**Run 1: clock wires, drivers and flops**

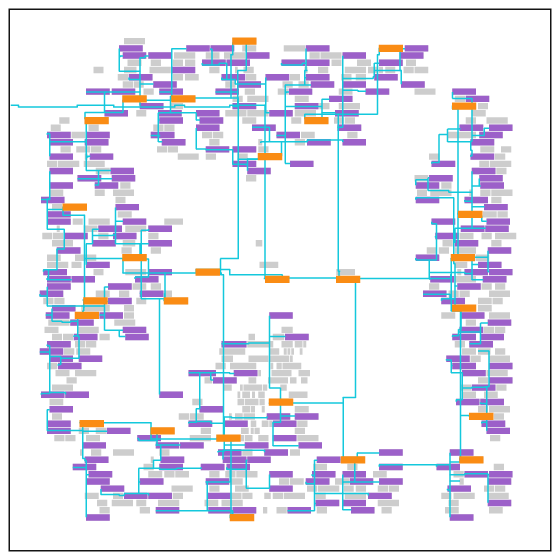
**Run 1: register map, names as in the netlist**

Bar = 50 µm. Other sequential cells in the stronger grey, the rest of the logic in the fainter grey.
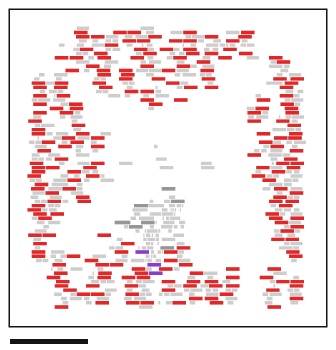
**Run 1: cell sizes after repair**

Bar = 50 µm.
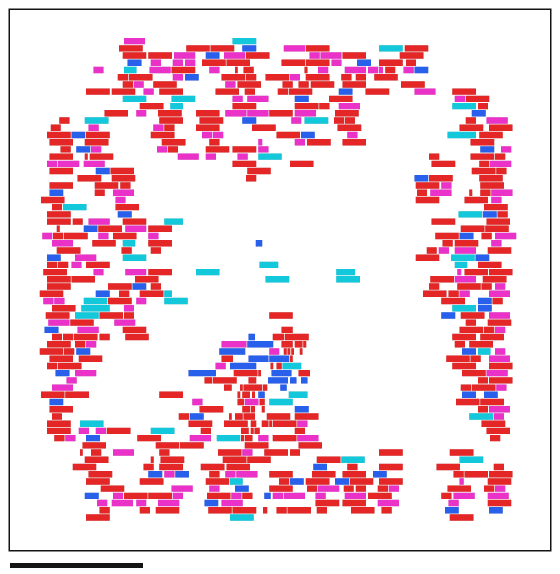
**Run 1: cell classes on the final placement**

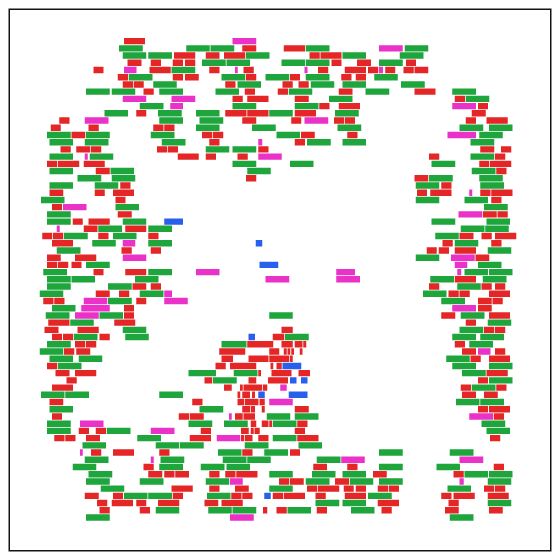
<file path="src/rtl/axrd_outstanding.sv">
`default_nettype none
// ============================================================================
// Module  : axrd_outstanding
// Brief   : AXI read-address issue stage. Buffers partitioned read commands
//           in a small FIFO and issues them on the AR channel while capping
//           the number of bursts that are issued but not yet retired by an
//           R-channel rlast beat.
// Revision: 1.0 - initial release
// ============================================================================
module axrd_outstanding #(
    parameter int AXI_AW     = 32,
    parameter int AXI_IW     = 8,
    parameter int AXI_LW     = 8,
    parameter int AXI_SW     = 3,
    parameter int AXI_BURSTW = 2,
    parameter int AMI_AD     = 4,
    parameter int AMI_OD     = 4
) (
    input  logic                         clk,
    input  logic                         reset_n,
    // command input from the burst partitioner
    input  logic [AXI_IW-1:0]            s_axid,
    input  logic [AXI_AW-1:0]            s_axaddr,
    input  logic [AXI_LW-1:0]            s_axlen,
    input  logic [AXI_SW-1:0]            s_axsize,
    input  logic [AXI_BURSTW-1:0]        s_axburst,
    input  logic                         s_axvalid,
    output logic                         s_axready,
    // AXI AR channel
    output logic [AXI_IW-1:0]            arid,
    output logic [AXI_AW-1:0]            araddr,
    output logic [AXI_LW-1:0]            arlen,
    output logic [AXI_SW-1:0]            arsize,
    output logic [AXI_BURSTW-1:0]        arburst,
    output logic                         arvalid,
    input  logic                         arready,
    // monitored R channel
    input  logic                         rvalid,
    input  logic                         rready,
    input  logic                         rlast,
    // status
    output logic [$clog2(AMI_OD+1)-1:0]  outst_cnt,
    output logic                         idle,
    output logic                         err_rlast
);

    localparam int C_PW = $clog2(AMI_AD);
    localparam int C_CW = $clog2(AMI_OD + 1);
    localparam logic [C_CW-1:0] C_OD     = C_CW'(AMI_OD);
    localparam logic [C_CW-1:0] C_CNT1   = C_CW'(1);
    localparam logic [C_PW:0]   C_PTR1   = (C_PW + 1)'(1);

    typedef struct packed {
        logic [AXI_IW-1:0]     id;
        logic [AXI_AW-1:0]     addr;
        logic [AXI_LW-1:0]     len;
        logic [AXI_SW-1:0]     size;
        logic [AXI_BURSTW-1:0] burst;
    } cmd_t;

    cmd_t              mem_q [AMI_AD];
    logic [C_PW:0]     wr_ptr_q, wr_ptr_d;
    logic [C_PW:0]     rd_ptr_q, rd_ptr_d;
    logic [C_CW-1:0]   cnt_q, cnt_d;
    logic              err_q, err_d;

    logic              w_full, w_empty;
    logic              w_push, w_pop, w_rbeat_last, w_retire;
    cmd_t              w_cmd_in, w_head;

    // Pointers carry an extra wrap bit so full and empty are distinguishable.
    assign w_full  = (wr_ptr_q[C_PW] != rd_ptr_q[C_PW]) &&
                     (wr_ptr_q[C_PW-1:0] == rd_ptr_q[C_PW-1:0]);
    assign w_empty = (wr_ptr_q == rd_ptr_q);

    // Ready depends only on registered state: a pop never frees a slot early.
    assign s_axready    = !w_full;
    assign arvalid      = !w_empty && (cnt_q < C_OD);
    assign w_push       = s_axvalid && s_axready;
    assign w_pop        = arvalid && arready;
    assign w_rbeat_last = rvalid && rready && rlast;
    assign w_retire     = w_rbeat_last && (cnt_q != '0);

    assign w_cmd_in = '{id: s_axid, addr: s_axaddr, len: s_axlen,
                        size: s_axsize, burst: s_axburst};
    assign w_head   = mem_q[rd_ptr_q[C_PW-1:0]];

    // AR payload comes straight from head storage; no input-to-output path.
    assign arid    = w_head.id;
    assign araddr  = w_head.addr;
    assign arlen   = w_head.len;
    assign arsize  = w_head.size;
    assign arburst = w_head.burst;

    assign outst_cnt = cnt_q;
    assign err_rlast = err_q;
    assign idle      = w_empty && (cnt_q == '0);

    // Next-state for pointers, outstanding counter and sticky error flag.
    always_comb begin
        wr_ptr_d = wr_ptr_q;
        rd_ptr_d = rd_ptr_q;
        cnt_d    = cnt_q;
        err_d    = err_q;
        if (w_push) wr_ptr_d = wr_ptr_q + C_PTR1;
        if (w_pop)  rd_ptr_d = rd_ptr_q + C_PTR1;
        if (w_pop && !w_retire)      cnt_d = cnt_q + C_CNT1;
        else if (!w_pop && w_retire) cnt_d = cnt_q - C_CNT1;
        // An rlast with nothing outstanding (and nothing issuing) is a protocol error.
        if (w_rbeat_last && (cnt_q == '0) && !w_pop) err_d = 1'b1;
    end

    // Control state register.
    always_ff @(posedge clk or negedge reset_n) begin
        if (!reset_n) begin
            wr_ptr_q <= '0;
            rd_ptr_q <= '0;
            cnt_q    <= '0;
            err_q    <= 1'b0;
        end else begin
            wr_ptr_q <= wr_ptr_d;
            rd_ptr_q <= rd_ptr_d;
            cnt_q    <= cnt_d;
            err_q    <= err_d;
        end
    end

    // Command storage; cleared on reset so the AR payload reads back as zero.
    always_ff @(posedge clk or negedge reset_n) begin
        if (!reset_n) begin
            for (int i = 0; i < AMI_AD; i++) mem_q[i] <= '0;
        end else if (w_push) begin
            mem_q[wr_ptr_q[C_PW-1:0]] <= w_cmd_in;
        end
    end

endmodule
`default_nettype wire

</file>
<file path="config.mk">
export PLATFORM = sky130hd
export DESIGN_NAME = axrd_outstanding
export DESIGN_NICKNAME = d
export VERILOG_FILES = /design/src/rtl/axrd_outstanding.sv
export SDC_FILE = /design/constraint.sdc
export NUM_CORES = 1
export LEC_CHECK = 0
export CAP_MARGIN = 0
export CORE_MARGIN = 10
export CORE_UTILIZATION = 30
export DETAILED_ROUTE_END_ITERATION = 10
export DONT_BUFFER_PORTS = 1
export PLACE_DENSITY_LB_ADDON = 0.3
export RECOVER_POWER = 25
export SYNTH_ARGS = -nofsm -noshare
export SYNTH_HDL_FRONTEND = slang
export SYNTH_SLANG_ARGS = --single-unit
</file>
<file path="constraint.sdc">
create_clock -name clk -period 3.1 [get_ports clk]
set_input_delay 0.62 -clock clk [delete_from_list [all_inputs] [get_ports clk]]
set_output_delay 0.62 -clock clk [all_outputs]
set_load 0.02 [all_outputs]
</file>
==> results.ini, run 1 <==
[die]
core_region_area_um2=33400
fp.dieH_um=203
fp-row-count=67
io_pins=120
fp.dieArea_um2=41400
initial_core_util_pct=30.3
fp.dieW_um=203

[route]
detailed_routing_iteration_count_for_the_pre_antenna_repair_pass=4
drt-wirelength-per-cell_um=21.8

[yosys]
post_synth_net_total=637
synth.distinct_cells=31
synth_top_cell_by_count=sky130_fd_sc_hd__dfrtp_1
asyncSetResetFlopFracSynth_pct=100
synth.yosys.chip_area_um2=10100
largest_area_cell=sky130_fd_sc_hd__dfrtp_1
top_cells_by_count=222 x sky130_fd_sc_hd__dfrtp_1, 90 x sky130_fd_sc_hd__mux2_1, 76 x sky130_fd_sc_hd__mux2_2
area_leaders=sky130_fd_sc_hd__dfrtp_1 55%, sky130_fd_sc_hd__mux4_2 12%, sky130_fd_sc_hd__mux2_1 10%, sky130_fd_sc_hd__mux2_2 8.5%, sky130_fd_sc_hd__mux2_4 7.3%

[setup_path]
crit_start=rd_ptr_q[0]
slowest_delay_ns=0.63
critical_path.max_fanout=15
reg2reg_setup_slack_ns=0.61
worst-setup-path-type=reg -> out
setup.worst_path.start_class=register

[run_status]
violations_in_the_final_reports=hold timing
outcome=finished, violations left

[place]
place.gp.congestion=0.758

[final_timing]
timing.final.hold_violations=222
final_layout_worst_hold_slack_ns=-0.219
finalCritPeriodShare_pct=94.8
tightestPinTransition_ns=0.932
fin_skew_ns=0.0141
grt_setup_unrepaired=false

[power_and_ir_drop]
switchingPower_mw=5.17
netSwitchingFraction_pct=35.6
power_per_cell_area_nw_per_um2=1270

[grt]
global_route.usage.total_pct=10.9
first_global_vias=5862

[cts]
root_buffer=sky130_fd_sc_hd__clkbuf_16
numCtsBuffers=27

[final_layout]
drive_above_1_share_pct=40.1
antenna-diode-count=0

[run]
max_cap_violations=0

-- 'clock wires, drivers and flops' (at the start) --
[flip-flops] purple | count: 222
[clock wires] cyan | length: 3200 µm
[cells driving clock nets] orange | count: 27
flops lie: spread over the die
clock latency on the worst-skew pair: 0.54 ns
Clk pwr share: 21.8%

-- 'register map, names as in the netlist' (at the start) --
| signal | colour | sequential cells |
|---|---|---|
| outst_cnt | purple | 3 |
| mem_q | red | 212 |
not coloured: 7
sequential cell area: 5560 µm²
final core area utilization: 34.2%
Seq power: 5.33 mW
flop share of the area: 48.7%

-- 'cell sizes after repair' (at the start) --
| size | colour | cells | share | most used |
|---|---|---|---|---|
| drive 1 or less | red | 358 | 60% | dfrtp_1 |
| drive 3 to 4 | blue | 64 | 11% | mux2_4 |
| drive 6 and up | cyan | 41 | 6.9% | clkbuf_16 |
| drive 2 | magenta | 135 | 23% | mux2_2 |
Syn-to-layout area delta: 13.0%
final instance area: 11400 µm²
Repair and plain buffers: 10
crit path setup slack, layout: 0.161 ns

-- 'cell classes on the final placement' (at the start) --
| class | colour | cells | share of their area |
|---|---|---|---|
| other buffers and delay cells | blue | 10 | 1.2% |
| all other logic | red | 316 | 39% |
| clock drivers and dummy loads | magenta | 50 | 8.3% |
| flip-flops | green | 222 | 51% |

-- run 1: sequential cells by signal, summed over array words and instances, names as in the netlist --
| name | cells |
|---|---|
| mem_q | 212 |
| outst_cnt | 3 |
| rd_ptr_q | 3 |
| wr_ptr_q | 3 |
| err_rlast | 1 |
-- run 1: through the flow --
step           power, mW  instance area [µm²]
2_1_floorplan       10.3                10100
3_3_place_gp        11.3                10500
3_5_place_dp        11.6                10500
4_1_cts             14.9                11400
5_1_grt             15.4                11400
6_report            14.5                11400
-- run 1: cells in the final DEF (no fill, tap or decap), drive strengths merged, types with 2 or more instances in the layout --
| master | Yosys | layout |
|---|---|---|
| dfrtp | 222 | 222 |
| mux2 | 215 | 215 |
| mux4 | 53 | 53 |
| clkbuf | 4 | 41 |
| buf | 28 | 10 |
| inv | 7 | 9 |
| nand2 | 7 | 7 |
| ha | 6 | 6 |
| xnor2 | 6 | 6 |
| a31oi | 5 | 5 |
| clkinv | 0 | 4 |
| xor2 | 4 | 4 |
| bufinv | 0 | 2 |
-- run 1: logic make-up after synthesis --
| group | Yosys count | synth area share [%] |
|---|---|---|
| mux | 268 | 37.6 |
| flops | 222 | 55.0 |
| buf+inv | 39 | 3.02 |
| simple gates | 14 | 0.657 |
| compound gates | 10 | 1.35 |
| xor+xnor | 10 | 1.42 |
| fa+ha+maj | 7 | 0.941 |
-- run 1: layer usage --
layer | track usage (%) | vias up | part of all wire, %
met4 | 4.08 | 0 | 3.6
li1 | - | 2143 | -
met3 | 4.06 | 43 | 7.4
met5 | 0 | - | 0
met2 | 18.5 | 110 | 50
met1 | 12.3 | 2733 | 39
-- run 1: area by class of cell --
type / count / share of cell area [%]
sequential: 222 / 48.7
multi-input combinational: 309 / 37.1
clock buffer: 41 / 6.90
tap: 448 / 4.91
timing repair buffer: 10 / 1.10
clock inverter: 9 / 1.02
inverter: 7 / 0.230
-- run 1: critical path, delay by kind of cell (launching register included) --
kind                      cells  cell delay [ns]
and+or+nand+nor               2             0.46
DFF                           1             0.63
buffers and inverters         1             0.21
xor gates and xnor gates      1             0.46
-- run 1: power groups by stage --
stage / Sequential, mW / Combinational [mW] / Clock (mW)
after floorplan: 4.97 / 5.33 / 0
after global placement: 5.28 / 6.02 / 0
after detailed placement: 5.39 / 6.21 / 0
after CTS: 5.35 / 6.22 / 3.29
after global routing: 5.53 / 6.47 / 3.41
final: 5.33 / 6.04 / 3.16
-- run 1: how the worst min path moves through the flow --
stage,startpoint,end,depth (start not counted)
global placement,reset_n,mem_q[42],0
global route,reset_n,mem_q[105],0
detailed placement,reset_n,mem_q[148],0
finish,reset_n,mem_q[148],0
floorplan,reset_n,err_rlast,0
CTS,reset_n,mem_q[148],0
==> run 1 -> run 2 <==
- CELL_PAD_IN_SITES_DETAIL_PLACEMENT: not set -> 0
- CELL_PAD_IN_SITES_GLOBAL_PLACEMENT: not set -> 1
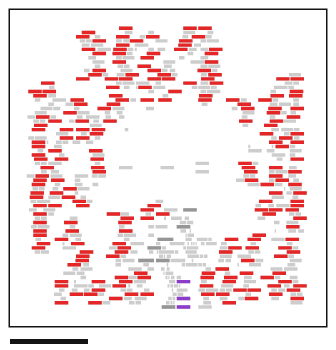
**Above:** run 2 (register map, names as in the netlist).
Bar = 50 µm. Other sequential cells in the stronger grey, the rest of the logic in the fainter grey.
Seq power: 5.32 mW
sequential cell area: 5560 µm²

==> run 2 against run 1 <==
Net effect:
- the run still ends with hold timing left
- wire length decreased by 0.68%
- clock skew increased by 0.00083 ns
- core utilization decreased by 0.16 points
- via count decreased by 0.26%
- final cell count about the same
- register-to-register slack improved by 0.15 ns
- maximum frequency increased by 3.7%
- critical path depth unchanged
- flip-flop count unchanged
==> results.ini, run 2 <==
[final_layout]
antenna-diode-count=0  ; unchanged
layout_top_cells_excl_fill_tap=220 x sky130_fd_sc_hd__dfrtp_1, 90 x sky130_fd_sc_hd__mux2_1, 76 x sky130_fd_sc_hd__mux2_2
register_with_the_highest_flop_count=mem_q
drive_above_1_share_pct=40.6  ; +0.43 points
flow.area_growth_from_synthesis_pct=12.5

[yosys]
synth.area.mux_share_pct=37.6  ; unchanged
synth.yosys.chip_area_um2=10100  ; unchanged
synth.distinct_cells=31  ; unchanged
asyncSetResetFlopFracSynth_pct=100  ; unchanged
synth_top_cell_by_count=sky130_fd_sc_hd__dfrtp_1
synth-compound-area-share_pct=1.35  ; unchanged
largest_area_cell=sky130_fd_sc_hd__dfrtp_1
synthSimpleGateAreaFrac_pct=0.657  ; unchanged
post_synth_net_total=637  ; unchanged
synth_xor_xnor_area_share_pct=1.42  ; unchanged
biggest_combinational_cell_group_after_synthesis=multiplexers

[run_status]
violations_in_the_final_reports=hold timing
outcome=finished, violations left

[die]
fp.dieW_um=203  ; unchanged
initial_core_util_pct=30.3  ; unchanged
fp.dieArea_um2=41400  ; unchanged
fp-row-count=67  ; unchanged
core_region_area_um2=33400  ; unchanged
fp.dieH_um=203  ; unchanged

[final_timing]
timing.final.hold_violations=222  ; unchanged
final_layout_worst_hold_slack_ns=-0.200  ; +0.0187 ns
finalCritPeriodShare_pct=91.4  ; -3.4 points
grt_setup_unrepaired=false

[setup_path]
worst-setup-path-type=reg -> out
critical_path.max_fanout=24  ; +9

[cts]
worstSkewPairLatency_ns=0.52  ; -0.02 ns
numCtsBuffers=26  ; -3.7%

[route]
detailed_routing_iteration_count_for_the_pre_antenna_repair_pass=4  ; unchanged

[grt]
first_global_vias=5831  ; -0.53%
global_route.usage.total_pct=10.9  ; -0.046 points

run 2: cells by family after synthesis:
family	Yosys count
AND-OR/OR-AND	10
XOR/XNOR	10
adder cells (fa/ha/maj)	7
buffers and inverters	39
flip-flops	222
multiplexers	268
AND/OR/NAND/NOR	14
run 2: worst min path at each step:
stage	start	endpoint	slack, ns	depth (start not counted)
6_report	reset_n	mem_q[144]	-0.20	0
5_1_grt	reset_n	mem_q[144]	-0.23	0
4_1_cts	reset_n	mem_q[144]	-0.23	0
3_5_place_dp	reset_n	mem_q[144]	0.34	0
3_3_place_gp	reset_n	mem_q[91]	0.34	0
2_1_floorplan	reset_n	err_rlast	0.32	0
run 2: metal layers:
layer / GRT usage (%) / share of wire [%]
met4: 2.98 / 2.4
met3: 3.89 / 7.2
met5: 0 / 0
met2: 19.3 / 51
met1: 12.1 / 39
run 2: layout make-up:
type,instances,area (µm²)
Clock inverter,7,37.5
Multi-Input combinational cell,309,4240
Timing Repair Buffer,14,143
Sequential cell,222,5560
Inverter,7,26.3
Fill cell,3231,22000
Tap cell,448,561
Clock buffer,40,795
run 2: through the flow:
| stage | utilization, % | total power [mW] | std cells | setup WS, ns | cell area, µm² |
|---|---|---|---|---|---|
| after floorplan | - | 10.3 | 570 | 0.764 | 10100 |
| after global placement | 31.6 | 11.3 | 1000 | 0.731 | 10500 |
| after detailed placement | 31.6 | 11.6 | 1000 | 0.712 | 10500 |
| after CTS | 34.1 | 14.7 | 1047 | 0.190 | 11400 |
| after global routing | 34.1 | 15.2 | 1047 | 0.153 | 11400 |
| final | 34.1 | 14.3 | 1047 | 0.267 | 11400 |
run 2: report_power, final:
part / internal (mW) / switching (mW)
registers: 4.41 / 0.904
logic: 3.03 / 3.04
clock network: 1.75 / 1.16
run 2: critical path: stages, from the launching register on:
cell and delay [ns]:
sky130_fd_sc_hd__dfrtp_4 0.66, sky130_fd_sc_hd__xnor2_4 0.22, sky130_fd_sc_hd__buf_4 0.20, sky130_fd_sc_hd__and2_1 0.16, sky130_fd_sc_hd__a21oi_1 0.44
Power is estimated from default activity; no workload was simulated.
